**src/rtl/gadget_unit.sv**
```systemverilog
// Falling power-up responder on the collision unit's gadget channel.
// Holds one gadget, steps it down FALL_STEPS pixels per frame and reports catch/loss.
module gadget_unit #(
    parameter int X_BITS     = 10,
    parameter int Y_BITS     = 9,
    parameter int TYPE_BITS  = 3,
    parameter int FALL_STEPS = 2,
    parameter int Y_BOTTOM   = 479
) (
    input  logic                 clk,
    input  logic                 rst,
    input  logic                 i_game_start,
    input  logic                 i_cal_frame,
    input  logic                 i_gadget_gen,
    input  logic [X_BITS-1:0]    i_gadget_initX,
    input  logic [Y_BITS-1:0]    i_gadget_initY,
    input  logic [TYPE_BITS-1:0] i_gadget_type,
    input  logic                 i_gadget_req,
    input  logic                 i_gadget_done,
    input  logic                 i_gadget_eaten,
    output logic [X_BITS-1:0]    o_gadgetX,
    output logic [Y_BITS-1:0]    o_gadgetY,
    output logic [1:0]           o_gadget_speedX,
    output logic [1:0]           o_gadget_speedY,
    output logic [TYPE_BITS-1:0] o_gadget_type,
    output logic                 o_gadget_active,
    output logic                 o_gadget_ack,
    output logic                 o_gadget_frame_term,
    output logic                 o_plat_gadget_effect,
    output logic [TYPE_BITS-1:0] o_plat_gadget_type,
    output logic                 o_gadget_lost
);

    localparam int CNT_W = (FALL_STEPS > 1) ? $clog2(FALL_STEPS) : 1;
    localparam logic [CNT_W-1:0]  LAST_STEP = CNT_W'(FALL_STEPS - 1);
    localparam logic [Y_BITS-1:0] Y_BOT     = Y_BITS'(Y_BOTTOM);

    typedef enum logic [2:0] {
        IDLE       = 3'd0,
        WAIT_FRAME = 3'd1,
        MOVE       = 3'd2,
        SERVE      = 3'd3,
        RESULT     = 3'd4
    } state_t;

    state_t                state_q,     state_d;
    logic [CNT_W-1:0]      step_cnt_q,  step_cnt_d;
    logic [X_BITS-1:0]     x_q,         x_d;
    logic [Y_BITS-1:0]     y_q,         y_d;
    logic [TYPE_BITS-1:0]  type_q,      type_d;
    logic                  active_q,    active_d;
    logic [1:0]            speed_y_q,   speed_y_d;
    logic                  ack_q,       ack_d;
    logic                  term_q,      term_d;
    logic                  effect_q,    effect_d;
    logic [TYPE_BITS-1:0]  plat_type_q, plat_type_d;
    logic                  lost_q,      lost_d;

    // Next-state and output computation; every pulse defaults low each cycle.
    always_comb begin
        state_d     = state_q;
        step_cnt_d  = step_cnt_q;
        x_d         = x_q;
        y_d         = y_q;
        type_d      = type_q;
        active_d    = active_q;
        plat_type_d = plat_type_q;
        ack_d       = 1'b0;
        term_d      = 1'b0;
        effect_d    = 1'b0;
        lost_d      = 1'b0;

        if (i_game_start) begin
            state_d    = IDLE;
            active_d   = 1'b0;
            step_cnt_d = '0;
        end else begin
            case (state_q)
                IDLE: begin
                    if (i_gadget_gen) begin
                        x_d        = i_gadget_initX;
                        y_d        = i_gadget_initY;
                        type_d     = i_gadget_type;
                        active_d   = 1'b1;
                        step_cnt_d = '0;
                        state_d    = i_cal_frame ? MOVE : WAIT_FRAME;
                    end else if (i_cal_frame) begin
                        // Nothing to simulate this frame: finish immediately.
                        term_d = 1'b1;
                    end else begin
                        state_d = IDLE;
                    end
                end
                WAIT_FRAME: begin
                    if (i_cal_frame) begin
                        step_cnt_d = '0;
                        state_d    = MOVE;
                    end else begin
                        state_d = WAIT_FRAME;
                    end
                end
                MOVE: begin
                    if (y_q >= Y_BOT) begin
                        y_d = Y_BOT;
                    end else begin
                        y_d = y_q + Y_BITS'(1);
                    end
                    state_d = SERVE;
                end
                SERVE: begin
                    if (i_gadget_req) begin
                        ack_d   = 1'b1;
                        state_d = RESULT;
                    end else begin
                        state_d = SERVE;
                    end
                end
                RESULT: begin
                    if (!i_gadget_done) begin
                        state_d = RESULT;
                    end else if (i_gadget_eaten) begin
                        effect_d    = 1'b1;
                        plat_type_d = type_q;
                        active_d    = 1'b0;
                        term_d      = 1'b1;
                        state_d     = IDLE;
                    end else if (y_q == Y_BOT) begin
                        lost_d   = 1'b1;
                        active_d = 1'b0;
                        term_d   = 1'b1;
                        state_d  = IDLE;
                    end else if (step_cnt_q == LAST_STEP) begin
                        term_d  = 1'b1;
                        state_d = WAIT_FRAME;
                    end else begin
                        step_cnt_d = step_cnt_q + CNT_W'(1);
                        state_d    = MOVE;
                    end
                end
                default: begin
                    state_d  = IDLE;
                    active_d = 1'b0;
                end
            endcase
        end

        speed_y_d = active_d ? 2'b01 : 2'b00;
    end

    // State and output registers with synchronous reset.
    always_ff @(posedge clk) begin
        if (rst) begin
            state_q     <= IDLE;
            step_cnt_q  <= '0;
            x_q         <= '0;
            y_q         <= '0;
            type_q      <= '0;
            active_q    <= 1'b0;
            speed_y_q   <= 2'b00;
            ack_q       <= 1'b0;
            term_q      <= 1'b0;
            effect_q    <= 1'b0;
            plat_type_q <= '0;
            lost_q      <= 1'b0;
        end else begin
            state_q     <= state_d;
            step_cnt_q  <= step_cnt_d;
            x_q         <= x_d;
            y_q         <= y_d;
            type_q      <= type_d;
            active_q    <= active_d;
            speed_y_q   <= speed_y_d;
            ack_q       <= ack_d;
            term_q      <= term_d;
            effect_q    <= effect_d;
            plat_type_q <= plat_type_d;
            lost_q      <= lost_d;
        end
    end

    assign o_gadgetX            = x_q;
    assign o_gadgetY            = y_q;
    assign o_gadget_speedX      = 2'b00;
    assign o_gadget_speedY      = speed_y_q;
    assign o_gadget_type        = type_q;
    assign o_gadget_active      = active_q;
    assign o_gadget_ack         = ack_q;
    assign o_gadget_frame_term  = term_q;
    assign o_plat_gadget_effect = effect_q;
    assign o_plat_gadget_type   = plat_type_q;
    assign o_gadget_lost        = lost_q;

endmodule

```
**config.mk**
```make
export PLATFORM = sky130hd
export DESIGN_NAME = gadget_unit
export DESIGN_NICKNAME = d
export VERILOG_FILES = /design/src/rtl/gadget_unit.sv
export SDC_FILE = /design/constraint.sdc
export NUM_CORES = 1
export LEC_CHECK = 0
export CORE_MARGIN = 2
export CORE_UTILIZATION = 50
export CTS_BUF_LIST = sky130_fd_sc_hd__clkbuf_8
export DETAILED_ROUTE_END_ITERATION = 6
export DONT_BUFFER_PORTS = 1
export MAX_ROUTING_LAYER = met4
export SETUP_SLACK_MARGIN = 0.1
export SLEW_MARGIN = 15
export SYNTH_ARGS = -nofsm -noshare
export SYNTH_HDL_FRONTEND = slang
export SYNTH_SLANG_ARGS = --single-unit
export TNS_END_PERCENT = 50
```
**constraint.sdc**
```tcl
create_clock -name clk -period 2.8 [get_ports clk]
set_input_delay 0.28 -clock clk [delete_from_list [all_inputs] [get_ports clk]]
set_output_delay 0.28 -clock clk [all_outputs]
set_load 0.005 [all_outputs]
```
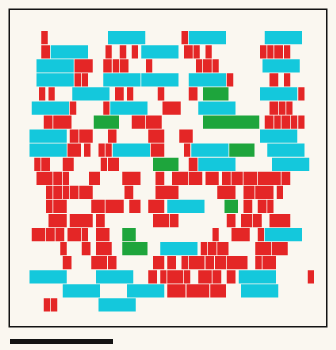
Figure 1: run 1, placement by cell class.
Bar = 20 um.
cyan -> sequential cells  # cells 34
red -> remaining logic cells  # cells 150
green -> clock drivers and dummy loads  # cells 8

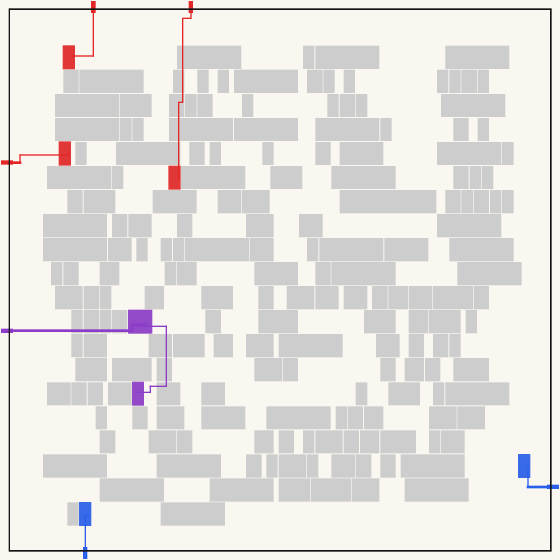
Figure 2: run 1, wires at chosen ports, followed through buffers.
blue -> `o_gadget_speedX`  # bits 2, direction output, edge 1 right, 1 bottom, end cells 2, buffers 0, wire 8.30 um
red -> `i_gadget_type`  # bits 3, direction input, edge 2 top, 1 left, end cells 3, buffers 0, wire 34.9 um
purple -> `i_gadget_eaten`  # bits 1, direction input, edge left, end cells 2, buffers 0, wire 30.3 um

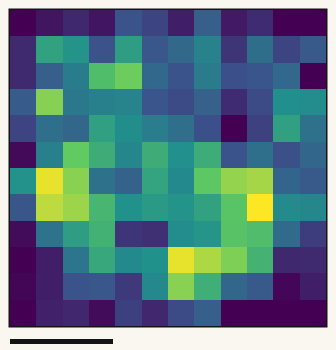
Figure 3: run 1, signal metal coverage by tile.
Bar = 20 um. The die is cut into 12 by 12 equal tiles; dark purple is low, yellow is high, scaled to the fullest tile. Values are wire area over tile area, all layers added.
tiles over half the peak = 28%
densest ninth of the die = middle left
fullest tile = 0.44

==> results.py, run 1 <==
# Metrics from the implementation run
metrics = {
    "clock_tree": {
        "cts.sinks": 34,
        "cts_tree": "built",
        "ctsLongestPathBuffers": 2,
        "clk_root_buffer_cell": "sky130_fd_sc_hd__clkbuf_8",
        "clock_buffer_count_from_cts": 5,
        "postCtsSetupBuffers": 0,
    },
    "worst_setup_path": {
        "critPathRequiredTime_ns": 2.97,
        "maximum_fanout_along_the_worst_path": 15,
        "worstSetupEndpointType": "flop",
        "worst_setup_path_startpoint": "state_q[1]",
        "crit_chain": "nor3b_2 -> o31a_1 -> a21oi_1 -> o211a_1",
        "critical_path_arrival_ns": 2.26,
    },
    "detailed_routing": {
        "wl_per_cell_um": 15.89,
        "dr_total_vias": 1419,
        "drc": 0,
        "detail_route.wirelength_mm": 3.750,
        "antenna_left": 0,
    },
    "floorplanning": {
        "io_pins": 64,
        "die-area_um2": 3736,
        "die.size.y_um": 61.13,
        "coreArea_um2": 3078,
        "row_count": 20,
    },
    "logic_synthesis": {
        "syn-instance-count": 197,
        "synth-main-ff-cell": "sky130_fd_sc_hd__dfxtp_1",
        "synth-seq-cells": 34,
        "postSynthSeqShare_pct": 41.72,
        "postSynthAreaPerCell_um2": 8.282,
        "synth_area_um2": 1632,
    },
    "timing": {
        "timing.clock.skew_ns": 0.005486,
        "timing.final.max_slew_violations": 0,
        "finalHoldWorstSlack_ns": 0.05971,
        "setup_viol": 0,
        "worstMarginPinSlew_ns": 0.7808,
    },
    "place": {
        "dpl.hpwl_mm": 2.702,
        "io_buffer_count": 0,
    },
    "final_layout": {
        "drive_gt1_share_pct": 6.771,
        "num-nets-final": 222,
    },
    "global_route": {
        "grt_start_max_net_pins": 26,
        "antenna_found_initial": 0,
        "global_route.usage.total_pct": 22.50,
    },
    "run_status": {
        "result_of_the_run": "finished, final reports clean",
    },
    "power_and_ir_drop": {
        "power.net_switching_uw": 250.6,
        "powerClk_uw": 442,
        "power.largest_group": "sequential cells",
        "power_switching_share_pct": 23.80,
        "worst_vdd_drop_uv": 317.5,
        "p_seq_uw": 535,
    },
    "job": {
        "reported_max_cap_violation_count": 0,
        "openroad.warnings": 27,
    },
    "hold_path": {
        "holdCritPathClass": "in2reg",
    },
}
## run 1: state kept, by name, indices dropped and copies added, names as in the netlist
register / flops
o_gadget_lost: 1
o_gadget_active: 1
o_gadget_ack: 1
o_gadgetY: 9
o_plat_gadget_type: 3
state_q: 3
step_cnt_q: 1
o_gadget_frame_term: 1
o_plat_gadget_effect: 1
o_gadgetX: 10
o_gadget_type: 3
## run 1: final cells by class
cell class	instances	area [um^2]	share of cell area, %
multi-input combinational	148	869.6	50.36
sequential	34	680.7	39.42
clock buffer	5	68.82	3.985
tap	44	55.05	3.188
clock inverter	3	45.04	2.609
inverter	2	7.507	0.4348
## run 1: critical path, delay by kind of cell (launching register included)
family	cells	cell delay, ns
simple gates	1	0.54
flops	1	0.58
compound gates	3	0.86
## run 1: routing by layer
metal | vias up | GRT usage, % | share of wire (%)
met3 | 2 | 6.933 | 6.9
li1 | 697 | - | -
met1 | 672 | 27.11 | 43
met2 | 48 | 35.11 | 50
met4 | 0 | 8.696 | 0.51
met5 | - | - | 0
## run 1: metrics by stage
step / util (%) / power (uW) / instances / instance area [um^2]
floorplan: - / 614.8 / 199 / 1639
global placement: 52.40 / 618.3 / 228 / 1613
detailed placement: 52.40 / 621.5 / 228 / 1613
CTS: 56.10 / 1066 / 236 / 1727
global route: 56.10 / 1106 / 236 / 1727
finish: 56.10 / 1053 / 236 / 1727
## run 1: kinds of logic after synthesis
family | Yosys count | share of synthesized area (%)
AND/OR/NAND/NOR | 82 | 26.07
AND-OR/OR-AND | 58 | 23.31
flip-flops | 34 | 41.72
buffers and inverters | 17 | 5.445
multiplexers | 4 | 2.454
adder cells (fa/ha/maj) | 1 | 0.7667
other | 1 | 0.2298
## run 1: Yosys cell counts (2+ instances only)
cell type	n	area [um^2]
sky130_fd_sc_hd__clkbuf_1	8	30.03
sky130_fd_sc_hd__o21ai_0	4	20.02
sky130_fd_sc_hd__nand3b_1	2	15.01
sky130_fd_sc_hd__a22o_1	2	17.52
sky130_fd_sc_hd__and3b_1	2	17.52
sky130_fd_sc_hd__inv_1	2	7.510
sky130_fd_sc_hd__o221a_1	2	22.52
sky130_fd_sc_hd__a211oi_1	4	30.03
sky130_fd_sc_hd__a21oi_1	24	120.1
sky130_fd_sc_hd__o21a_1	3	22.52
sky130_fd_sc_hd__a31oi_1	2	12.51
sky130_fd_sc_hd__nor3_1	4	20.02
sky130_fd_sc_hd__nand3_1	7	35.03
sky130_fd_sc_hd__and4_1	3	26.28
sky130_fd_sc_hd__o31ai_1	3	22.52
sky130_fd_sc_hd__buf_4	4	30.03
sky130_fd_sc_hd__buf_2	2	10.01
sky130_fd_sc_hd__nand2_1	31	116.4
sky130_fd_sc_hd__and3_1	2	12.51
sky130_fd_sc_hd__nor2_1	18	67.56
sky130_fd_sc_hd__mux2i_1	4	40.04
sky130_fd_sc_hd__dfxtp_1	34	680.7
sky130_fd_sc_hd__o21ai_1	2	10.01
## run 1: worst paths after layout
path	to	slack, ns	cells after the start
max	o_gadgetY[6]	0.71	4
min reg2reg	o_gadgetX[2]	0.47	2
min	o_gadget_type[1]	0.06	1
max reg2reg	o_gadgetY[6]	0.71	4
## Run 2: what changed since run 1
PLACE_DENSITY = 0.68   (was not set)
clock period = 1.86 ns   (was 2.8 ns; I/O delays follow)
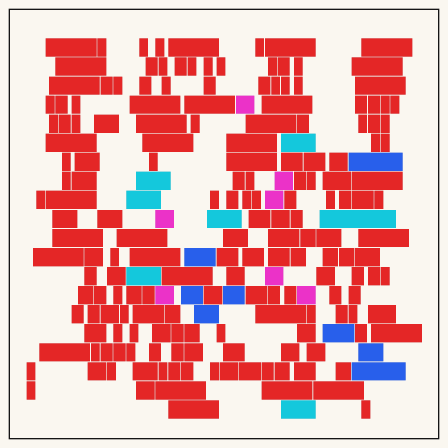
Figure 4: run 2, cell sizes after repair.
red -> x1 and smaller  # cells 177, share 89%
blue -> x2  # cells 8, share 4.0%
cyan -> x6 and larger  # cells 7, share 3.5%
magenta -> x3 and x4  # cells 7, share 3.5%

==> results.py, run 2 <==
# Metrics from the implementation run
metrics = {
    "floorplanning": {
        "io_pins": 64,
        "die-area_um2": 3736,
        "row_count": 20,
        "die.size.y_um": 61.13,
    },
    "clock_tree": {
        "postCtsSetupBuffers": 0,
        "cts_tree": "built",
        "clk_root_buffer_cell": "sky130_fd_sc_hd__clkbuf_8",
        "ctsLongestPathBuffers": 2,
        "clock_buffer_count_from_cts": 5,
    },
    "detailed_routing": {
        "drc": 0,
        "dr_total_vias": 1450,
        "wl_per_cell_um": 15.96,
        "antenna_left": 0,
    },
    "logic_synthesis": {
        "synth_top_area_share_pct": 41.72,
        "synth_area_leader_cell": "sky130_fd_sc_hd__dfxtp_1",
        "postSynthAreaPerCell_um2": 8.282,
        "synth_area_um2": 1632,
        "synth-main-ff-cell": "sky130_fd_sc_hd__dfxtp_1",
        "synth-seq-cells": 34,
        "postSynthSeqShare_pct": 41.72,
        "syn-instance-count": 197,
    },
    "worst_setup_path": {
        "cp_num_cells": 4,
        "timing.critical_path.max_delay_family": "AND-OR/OR-AND gates",
        "timing.rr.end": "o_gadgetY[1]",
        "r2r_setup_slack_ns": 0.20,
        "r2r.worst_path.cells": 4,
        "critical_path_arrival_ns": 1.82,
        "cp_num_buf_inv": 0,
    },
    "final_layout": {
        "finalCoreUtilization_pct": 58.29,
        "drive_gt1_share_pct": 11.06,
        "num-nets-final": 230,
    },
    "power_and_ir_drop": {
        "worst_vdd_drop_uv": 369.8,
        "total_power_uw": 1624,
    },
    "global_route": {
        "grt_start_max_net_pins": 22,
        "antenna_found_initial": 0,
        "global_route.usage.total_pct": 21.95,
    },
    "timing": {
        "timing.clock.skew_ns": 0.004402,
        "timing.final.max_slew_violations": 0,
        "finalHoldWorstSlack_ns": 0.03138,
    },
    "run_status": {
        "result_of_the_run": "finished, final reports clean",
    },
    "place": {
        "dpl.hpwl_mm": 2.809,
    },
    "hold_path": {
        "worstHoldEndpoint": "o_gadgetX[4]",
        "hold-path-cell-count": 2,
    },
}
-- run 2: metal layers --
metal / vias up / GRT usage (%) / share of wire [%] / wire length (um)
met3: 9 / 6.303 / 8.5 / 330
met1: 672 / 25.78 / 40 / 1534
met4: 0 / 10.56 / 1.8 / 68
li1: 709 / - / - / -
met5: - / - / 0 / 0
met2: 60 / 34.35 / 50 / 1945
-- run 2: cell families after synthesis --
family / after synthesis / synth area share, %
simple gates: 82 / 26.07
compound gates: 58 / 23.31
flops: 34 / 41.72
buf+inv: 17 / 5.445
mux: 4 / 2.454
fa+ha+maj: 1 / 0.7667
other cells: 1 / 0.2298
-- run 2: worst max path at each step --
stage	from	endpoint	slack, ns
global placement	o_gadgetY[7]	o_gadgetY[7]	0.23
detailed placement	state_q[2]	o_gadgetY[1]	0.15
finish	state_q[2]	o_gadgetY[1]	0.20
CTS	state_q[2]	o_gadgetY[1]	0.11
global route	state_q[2]	o_gadgetY[1]	0.09
floorplan	o_gadgetY[0]	o_gadgetY[7]	0.29
-- run 2: where the power goes --
group | total [uW] | internal [uW] | switching, uW
sequential | 798 | 761 | 37.0
clock | 682 | 428 | 254
combinational | 144 | 60.8 | 83.6
-- run 2: layout make-up --
type                            instances  area [um^2]
Fill cell                             297         1284
Clock inverter                          1        30.03
Tap cell                               44        55.05
Sequential cell                        34        683.2
Multi-Input combinational cell        148        873.3
Inverter                                2        7.507
Timing Repair Buffer                    8        62.56
Clock buffer                            6        82.58
-- run 2: through the flow --
| step | instances | setup slack (ns) | instance area, um^2 |
|---|---|---|---|
| after floorplan | 199 | 0.2890 | 1639 |
| after global placement | 235 | 0.2350 | 1665 |
| after detailed placement | 235 | 0.1481 | 1665 |
| after CTS | 243 | 0.1120 | 1788 |
| after global routing | 243 | 0.09070 | 1794 |
| final | 243 | 0.2006 | 1794 |
-- run 2: timing repair --
item,in CTS,in global routing
endpoints found under the setup margin,0,3
endpoints found under the hold margin,21,0
hold buffers,1,0
gates resized,0,3
Power figures rest on the tool's default switching activity, not on a simulated workload.
